`src/rtl/cust1_job_engine.sv`:
```
// cust1_job_engine: execution engine for the CUSTOM1 instruction group.
// Accepts one command at a time, keeps a small job slot table, runs jobs
// serially against a countdown timer, and owns a config register file.
// Optional feature macro: CUST1_IRQ_EN adds the done_irq output.
//
// Handshake: a command is taken when cmd_valid && cmd_ready. cmd_ready is
// high only while the command FSM is idle, so it drops on acceptance and
// returns the cycle after the single-cycle rsp_valid pulse.
module cust1_job_engine #(
  parameter int XLEN       = 32,
  parameter int HART_ID_W  = 1,
  parameter int REG_ADDR_W = 5,
  parameter int JOB_SLOTS  = 4,
  parameter int JOB_LAT    = 16,
  parameter int CFG_REGS   = 8
) (
  input  logic                  clk,
  input  logic                  rst,
  input  logic                  cmd_valid,
  output logic                  cmd_ready,
  input  logic [2:0]            cmd_op,
  input  logic [XLEN-1:0]       cmd_a,
  input  logic [XLEN-1:0]       cmd_b,
  input  logic [HART_ID_W-1:0]  cmd_hart_id,
  input  logic [REG_ADDR_W-1:0] cmd_rd,
  output logic                  rsp_valid,
  output logic [XLEN-1:0]       rsp_data,
  output logic [HART_ID_W-1:0]  rsp_hart_id,
  output logic [REG_ADDR_W-1:0] rsp_rd,
  output logic                  busy
`ifdef CUST1_IRQ_EN
  ,
  output logic                  done_irq
`endif
);

  localparam int SLOT_W = $clog2(JOB_SLOTS);
  localparam int CNT_W  = $clog2(JOB_LAT + 1);
  localparam int CFG_W  = (CFG_REGS > 1) ? $clog2(CFG_REGS) : 1;

  // funct3 codes of the CUSTOM1 group; 3'd7 is undefined
  localparam logic [2:0] OP_START  = 3'd0;
  localparam logic [2:0] OP_POLL   = 3'd1;
  localparam logic [2:0] OP_WAIT   = 3'd2;
  localparam logic [2:0] OP_GETERR = 3'd3;
  localparam logic [2:0] OP_SETCFG = 3'd4;
  localparam logic [2:0] OP_GETCFG = 3'd5;
  localparam logic [2:0] OP_FENCE  = 3'd6;

  localparam logic [1:0] ST_UNK  = 2'd0;
  localparam logic [1:0] ST_PEND = 2'd1;
  localparam logic [1:0] ST_DONE = 2'd2;
  localparam logic [1:0] ST_ERR  = 2'd3;

  localparam logic [1:0] CS_IDLE       = 2'd0;
  localparam logic [1:0] CS_RESP       = 2'd1;
  localparam logic [1:0] CS_WAIT_JOB   = 2'd2;
  localparam logic [1:0] CS_WAIT_FENCE = 2'd3;

  localparam logic [0:0] EX_IDLE = 1'b0;
  localparam logic [0:0] EX_RUN  = 1'b1;

  // Slot table. Only the fields that feed a result are kept.
  logic [7:0]            slot_id_q  [JOB_SLOTS];
  logic [1:0]            slot_st_q  [JOB_SLOTS];
  logic [1:0]            slot_err_q [JOB_SLOTS];
  logic [7:0]            next_id_q;
  logic [XLEN-1:0]       cfg_q [CFG_REGS];

  logic [1:0]            cs_q, cs_d;
  logic [SLOT_W-1:0]     wait_slot_q;
  logic [XLEN-1:0]       rsp_data_q, rsp_data_d;
  logic [HART_ID_W-1:0]  rsp_hart_q, rsp_hart_d;
  logic [REG_ADDR_W-1:0] rsp_rd_q, rsp_rd_d;

  logic [0:0]            ex_q;
  logic [CNT_W-1:0]      ex_cnt_q;
  logic [SLOT_W-1:0]     ex_slot_q;

  logic                  accept, start_ok, cfg_we, cfg_in_range, ex_done;
  logic                  pick_valid, any_pending, fence_ok, lk_hit;
  logic [SLOT_W-1:0]     pick_slot, cmd_slot, alloc_slot;
  logic [7:0]            age, best_age;
  logic [1:0]            lk_st, lk_err, done_code, new_err;
  logic [CFG_W-1:0]      cfg_idx;

  assign accept       = cmd_valid && (cs_q == CS_IDLE);
  assign cmd_slot     = cmd_a[SLOT_W-1:0];
  assign alloc_slot   = next_id_q[SLOT_W-1:0];
  assign cfg_in_range = cmd_a < XLEN'(CFG_REGS);
  assign cfg_idx      = cmd_a[CFG_W-1:0];
  // The run phase lasts exactly JOB_LAT cycles; completion lands on the last.
  assign ex_done      = (ex_q == EX_RUN) && (ex_cnt_q == CNT_W'(1));
  assign done_code    = (slot_err_q[ex_slot_q] != 2'd0) ? ST_ERR : ST_DONE;
  assign fence_ok     = !any_pending && (ex_q == EX_IDLE);
  assign new_err      = (cmd_a[1:0] != 2'b00) ? 2'd1 : (!cmd_b[0] ? 2'd2 : 2'd0);

  assign cmd_ready   = (cs_q == CS_IDLE);
  assign rsp_valid   = (cs_q == CS_RESP);
  assign rsp_data    = rsp_data_q;
  assign rsp_hart_id = rsp_hart_q;
  assign rsp_rd      = rsp_rd_q;
  assign busy        = any_pending;

  // Oldest pending slot: largest distance behind next_id (mod 256 keeps order across the wrap).
  always_comb begin
    pick_valid  = 1'b0;
    pick_slot   = '0;
    best_age    = '0;
    age         = '0;
    any_pending = 1'b0;
    for (int i = 0; i < JOB_SLOTS; i++) begin
      age = next_id_q - slot_id_q[i];
      if (slot_st_q[i] == ST_PEND) begin
        any_pending = 1'b1;
        if (!pick_valid || (age > best_age)) begin
          pick_valid = 1'b1;
          pick_slot  = SLOT_W'(i);
          best_age   = age;
        end
      end
    end
  end

  // Id lookup for POLL/WAIT/GETERR, forwarding a completion landing this cycle.
  always_comb begin
    lk_hit = (slot_id_q[cmd_slot] == cmd_a[7:0]);
    lk_st  = slot_st_q[cmd_slot];
    if (ex_done && (ex_slot_q == cmd_slot)) lk_st = done_code;
    if (!lk_hit) lk_st = ST_UNK;
    lk_err = lk_hit ? slot_err_q[cmd_slot] : 2'd0;
  end

  // Command FSM next state and response word.
  always_comb begin
    cs_d       = cs_q;
    rsp_data_d = rsp_data_q;
    rsp_hart_d = rsp_hart_q;
    rsp_rd_d   = rsp_rd_q;
    start_ok   = 1'b0;
    cfg_we     = 1'b0;
    case (cs_q)
      CS_IDLE: begin
        if (cmd_valid) begin
          rsp_hart_d = cmd_hart_id;
          rsp_rd_d   = cmd_rd;
          cs_d       = CS_RESP;
          case (cmd_op)
            OP_START: begin
              if (slot_st_q[alloc_slot] == ST_PEND) begin
                rsp_data_d = '0;
              end else begin
                rsp_data_d = XLEN'(next_id_q);
                start_ok   = 1'b1;
              end
            end
            OP_POLL:   rsp_data_d = XLEN'(lk_st);
            OP_WAIT: begin
              if (lk_st == ST_PEND) cs_d = CS_WAIT_JOB;
              else rsp_data_d = XLEN'(lk_st);
            end
            OP_GETERR: rsp_data_d = XLEN'(lk_err);
            OP_SETCFG: begin
              cfg_we     = cfg_in_range;
              rsp_data_d = cfg_in_range ? '0 : XLEN'(1);
            end
            OP_GETCFG: rsp_data_d = cfg_in_range ? cfg_q[cfg_idx] : '0;
            OP_FENCE: begin
              if (fence_ok) rsp_data_d = '0;
              else cs_d = CS_WAIT_FENCE;
            end
            default:   rsp_data_d = '1;
          endcase
        end
      end
      CS_WAIT_JOB: begin
        if (slot_st_q[wait_slot_q] != ST_PEND) begin
          rsp_data_d = XLEN'(slot_st_q[wait_slot_q]);
          cs_d       = CS_RESP;
        end
      end
      CS_WAIT_FENCE: begin
        if (fence_ok) begin
          rsp_data_d = '0;
          cs_d       = CS_RESP;
        end
      end
      default: cs_d = CS_IDLE;
    endcase
  end

  // Command FSM state and response registers.
  always_ff @(posedge clk or posedge rst) begin
    if (rst) begin
      cs_q        <= CS_IDLE;
      wait_slot_q <= '0;
      rsp_data_q  <= '0;
      rsp_hart_q  <= '0;
      rsp_rd_q    <= '0;
    end else begin
      cs_q       <= cs_d;
      rsp_data_q <= rsp_data_d;
      rsp_hart_q <= rsp_hart_d;
      rsp_rd_q   <= rsp_rd_d;
      if (accept) wait_slot_q <= cmd_slot;
    end
  end

  // Config register file writes.
  always_ff @(posedge clk or posedge rst) begin
    if (rst) begin
      for (int i = 0; i < CFG_REGS; i++) cfg_q[i] <= '0;
    end else if (cfg_we) begin
      cfg_q[cfg_idx] <= cmd_b;
    end
  end

  // Slot table and id allocation. START never targets a running slot, so it
  // cannot collide with the completion write.
  always_ff @(posedge clk or posedge rst) begin
    if (rst) begin
      for (int i = 0; i < JOB_SLOTS; i++) begin
        slot_id_q[i]  <= '0;
        slot_st_q[i]  <= ST_UNK;
        slot_err_q[i] <= '0;
      end
      next_id_q <= 8'd1;
    end else begin
      if (start_ok) begin
        slot_id_q[alloc_slot]  <= next_id_q;
        slot_st_q[alloc_slot]  <= ST_PEND;
        slot_err_q[alloc_slot] <= new_err;
        next_id_q <= (next_id_q == 8'd255) ? 8'd1 : next_id_q + 8'd1;
      end
      if (ex_done) slot_st_q[ex_slot_q] <= done_code;
    end
  end

  // Exec FSM: pick oldest pending job, count down, then write its final status.
  always_ff @(posedge clk or posedge rst) begin
    if (rst) begin
      ex_q      <= EX_IDLE;
      ex_cnt_q  <= '0;
      ex_slot_q <= '0;
    end else if (ex_q == EX_IDLE) begin
      if (pick_valid) begin
        ex_q      <= EX_RUN;
        ex_slot_q <= pick_slot;
        ex_cnt_q  <= (slot_err_q[pick_slot] != 2'd0) ? CNT_W'(1) : CNT_W'(JOB_LAT);
      end
    end else if (ex_done) begin
      ex_q     <= EX_IDLE;
      ex_cnt_q <= '0;
    end else begin
      ex_cnt_q <= ex_cnt_q - CNT_W'(1);
    end
  end

`ifdef CUST1_IRQ_EN
  logic slot_irq_q [JOB_SLOTS];
  logic done_irq_q;
  logic irq_clr;

  assign irq_clr  = accept && ((cmd_op == OP_POLL) || (cmd_op == OP_WAIT) || (cmd_op == OP_GETERR));
  assign done_irq = done_irq_q;

  // Per-slot interrupt request flag captured from flags[1] at START.
  always_ff @(posedge clk or posedge rst) begin
    if (rst) begin
      for (int i = 0; i < JOB_SLOTS; i++) slot_irq_q[i] <= 1'b0;
    end else if (start_ok) begin
      slot_irq_q[alloc_slot] <= cmd_b[1];
    end
  end

  // Completion interrupt: set on flagged completion, which wins over a clear.
  always_ff @(posedge clk or posedge rst) begin
    if (rst) done_irq_q <= 1'b0;
    else if (ex_done && slot_irq_q[ex_slot_q]) done_irq_q <= 1'b1;
    else if (irq_clr) done_irq_q <= 1'b0;
  end
`endif

endmodule

```
`config.mk`:
```
export PLATFORM = sky130hd
export DESIGN_NAME = cust1_job_engine
export DESIGN_NICKNAME = d
export VERILOG_FILES = /design/src/rtl/cust1_job_engine.sv
export SDC_FILE = /design/constraint.sdc
export NUM_CORES = 1
export LEC_CHECK = 0
export ABC_AREA = 1
export CAP_MARGIN = 40
export CORE_ASPECT_RATIO = 0.5
export CORE_MARGIN = 4
export CORE_UTILIZATION = 60
export DETAILED_ROUTE_END_ITERATION = 12
export PLACE_DENSITY_LB_ADDON = 0.3
export SYNTH_ARGS = -nofsm -noshare
export SYNTH_HDL_FRONTEND = slang
export SYNTH_SLANG_ARGS = --single-unit
```
`constraint.sdc`:
```
create_clock -name clk -period 16.7 [get_ports clk]
set_clock_uncertainty 0.2 [all_clocks]
set_input_delay 3.34 -clock clk [delete_from_list [all_inputs] [get_ports clk]]
set_output_delay 3.34 -clock clk [all_outputs]
set_load 0.02 [all_outputs]
```
Fig. 1: sizing map
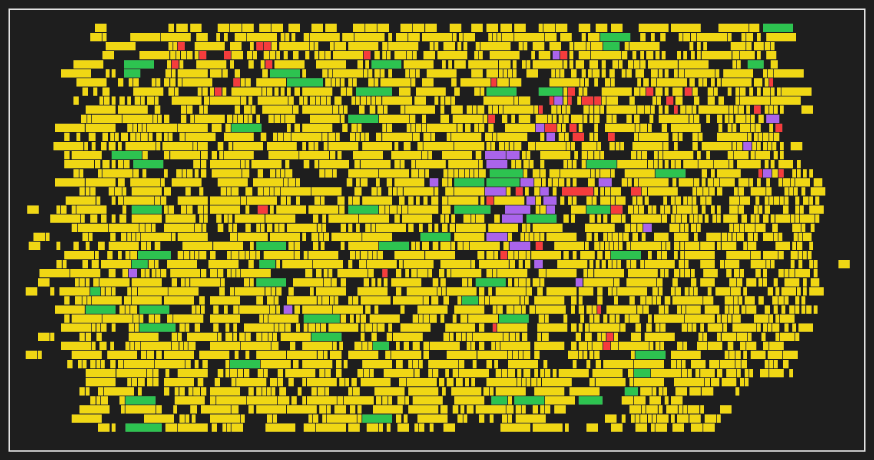
legend:
  _3 and _4 cells:
    colour: purple
    cells: 27
    share: 1.2%
  _2 cells:
    colour: red
    cells: 45
    share: 1.9%
  _0 and _1 cells:
    colour: yellow
    cells: 2,192
    share: 95%
  _6 and larger:
    colour: green
    cells: 54
    share: 2.3%

Fig. 2: placed standard cells
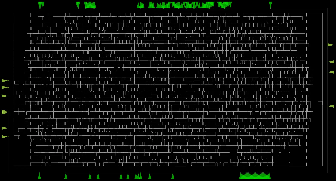
# fillers: 2,379
flop share of the area: 0.4352

Fig. 3: clock distribution
Scale bar: 100 um.
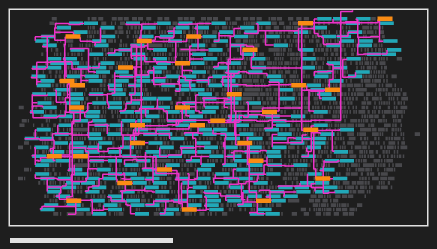
legend:
  clock drivers:
    colour: orange
    count: 31
  flip-flops:
    colour: cyan
    count: 362
  clock wires:
    colour: magenta
    length: 4,180 um
routed clock nets: 32
flops lie: widely spread

Fig. 4: sequential cells grouped by signal name
Scale bar: 100 um.
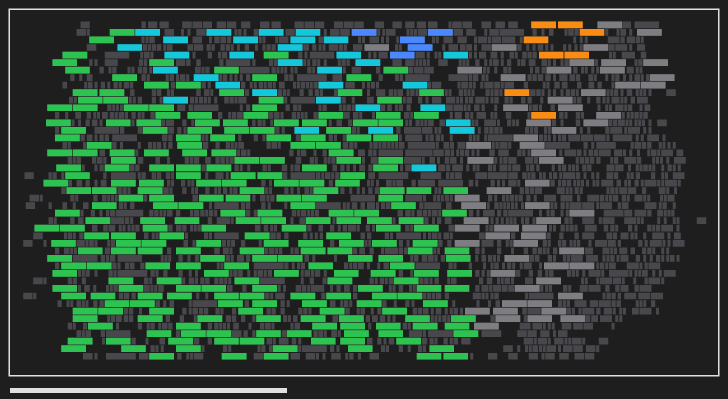
legend:
  cfg_q:
    colour: green
    sequential_cells: 256
  slot_st_q:
    colour: orange
    sequential_cells: 8
    where: north-east
  rsp_data:
    colour: cyan
    sequential_cells: 32
  rsp_rd:
    colour: blue
    sequential_cells: 5
    where: north

==> results.cfg <==
; yosys + openroad results
[power]
switching_share = 0.3614
irDropWorstVdd_uv = 97.75
leakage_nw = 9.981
finalPower_mw = 2.858

[grt]
antenna_found_initial = 0
grt_usage = 0.2962
grt_pass1_vias = 15240
grt_pass1_wl_um = 81900

[placement]
placed_cell_area_um2 = 19670
dp_hpwl_um = 31900
placedCellCount = 2659

[cells_and_area]
lay_top_count = nand2_1
final_area_um2 = 20820
syn_to_final_growth_pct = 13.07

[setup_path]
reg2reg_setup_slack_ps = 9690
worstSetupStartpoint = next_id_q[0]
max_stage_delay_ps = 600
path_class = reg -> reg
endpoint = ex_cnt_q[0]
crit_required_ps = 16980
crit_buf_inv = 4
start_kind = register
end_kind = register

[die]
io_pins = 117
initCoreUtil = 0.6078

[yosys]
ys_types = 54
top_cell = nand2_1
ys.warnings.count = 0

[clocking]
h-tree-depth = 1
cts_tree = built
clk_latency_ps = 600
post_cts_resized = 0

[outcome]
status = finished, final reports clean

[worst_hold_path]
min_from = rsp_hart_id
hold_path_class = reg -> reg

[detailed_routing]
drt_iter0_markers = 1877
antenna_left = 0

[sta]
timing.hold.ws_ps = 281.4
tightestPinTransition_ps = 1023
## state kept, by name, indices dropped and copies added (netlist names)
| name | cells |
|---|---|
| cfg_q | 256 |
| rsp_data | 32 |
| slot_id_q | 32 |
| next_id_q | 8 |
| slot_err_q | 8 |
| slot_st_q | 8 |
| ex_cnt_q | 5 |
| rsp_rd | 5 |
| cs_q | 2 |
| ex_slot_q | 2 |
| wait_slot_q | 2 |
| ex_q | 1 |
| rsp_hart_id | 1 |
## power by group through the flow
stage	Sequential (mW)	Combinational (mW)	Clock, mW
3_5_place_dp	1.05	0.996	0
4_1_cts	1.04	1.00	0.819
3_3_place_gp	1.05	0.965	0
5_1_grt	1.05	1.15	0.856
2_1_floorplan	1.07	0.700	0
6_report	1.04	1.00	0.814
## cells by family after synthesis
group                      share of synthesized area
adders and majority gates                    0.04377
DFF                                           0.4921
AOI/OAI and AO/OA                             0.1591
and+or+nand+nor                               0.2224
xor gates and xnor gates                     0.01475
buffers and inverters                        0.06789
## area by class of cell
type,count,area [um^2],share of cell area
well taps,399,499.2,0.02398
clock buffers,48,929.6,0.04466
repair buffers,133,1356,0.06515
flip-flops and latches,362,9060,0.4352
inverters,169,646.9,0.03107
multi-input cells,1596,8107,0.3894
clock inverters,10,219.0,0.01052
## routing by layer
metal / global-route usage / vias up / wire, um
met5: 0 / - / 0
li1: - / 7576 / -
met1: 0.4135 / 7810 / 21600
met2: 0.4818 / 656 / 23650
met4: 0.09674 / 0 / 1718
met3: 0.04721 / 130 / 3638
Power and IR drop assume default switching activity.
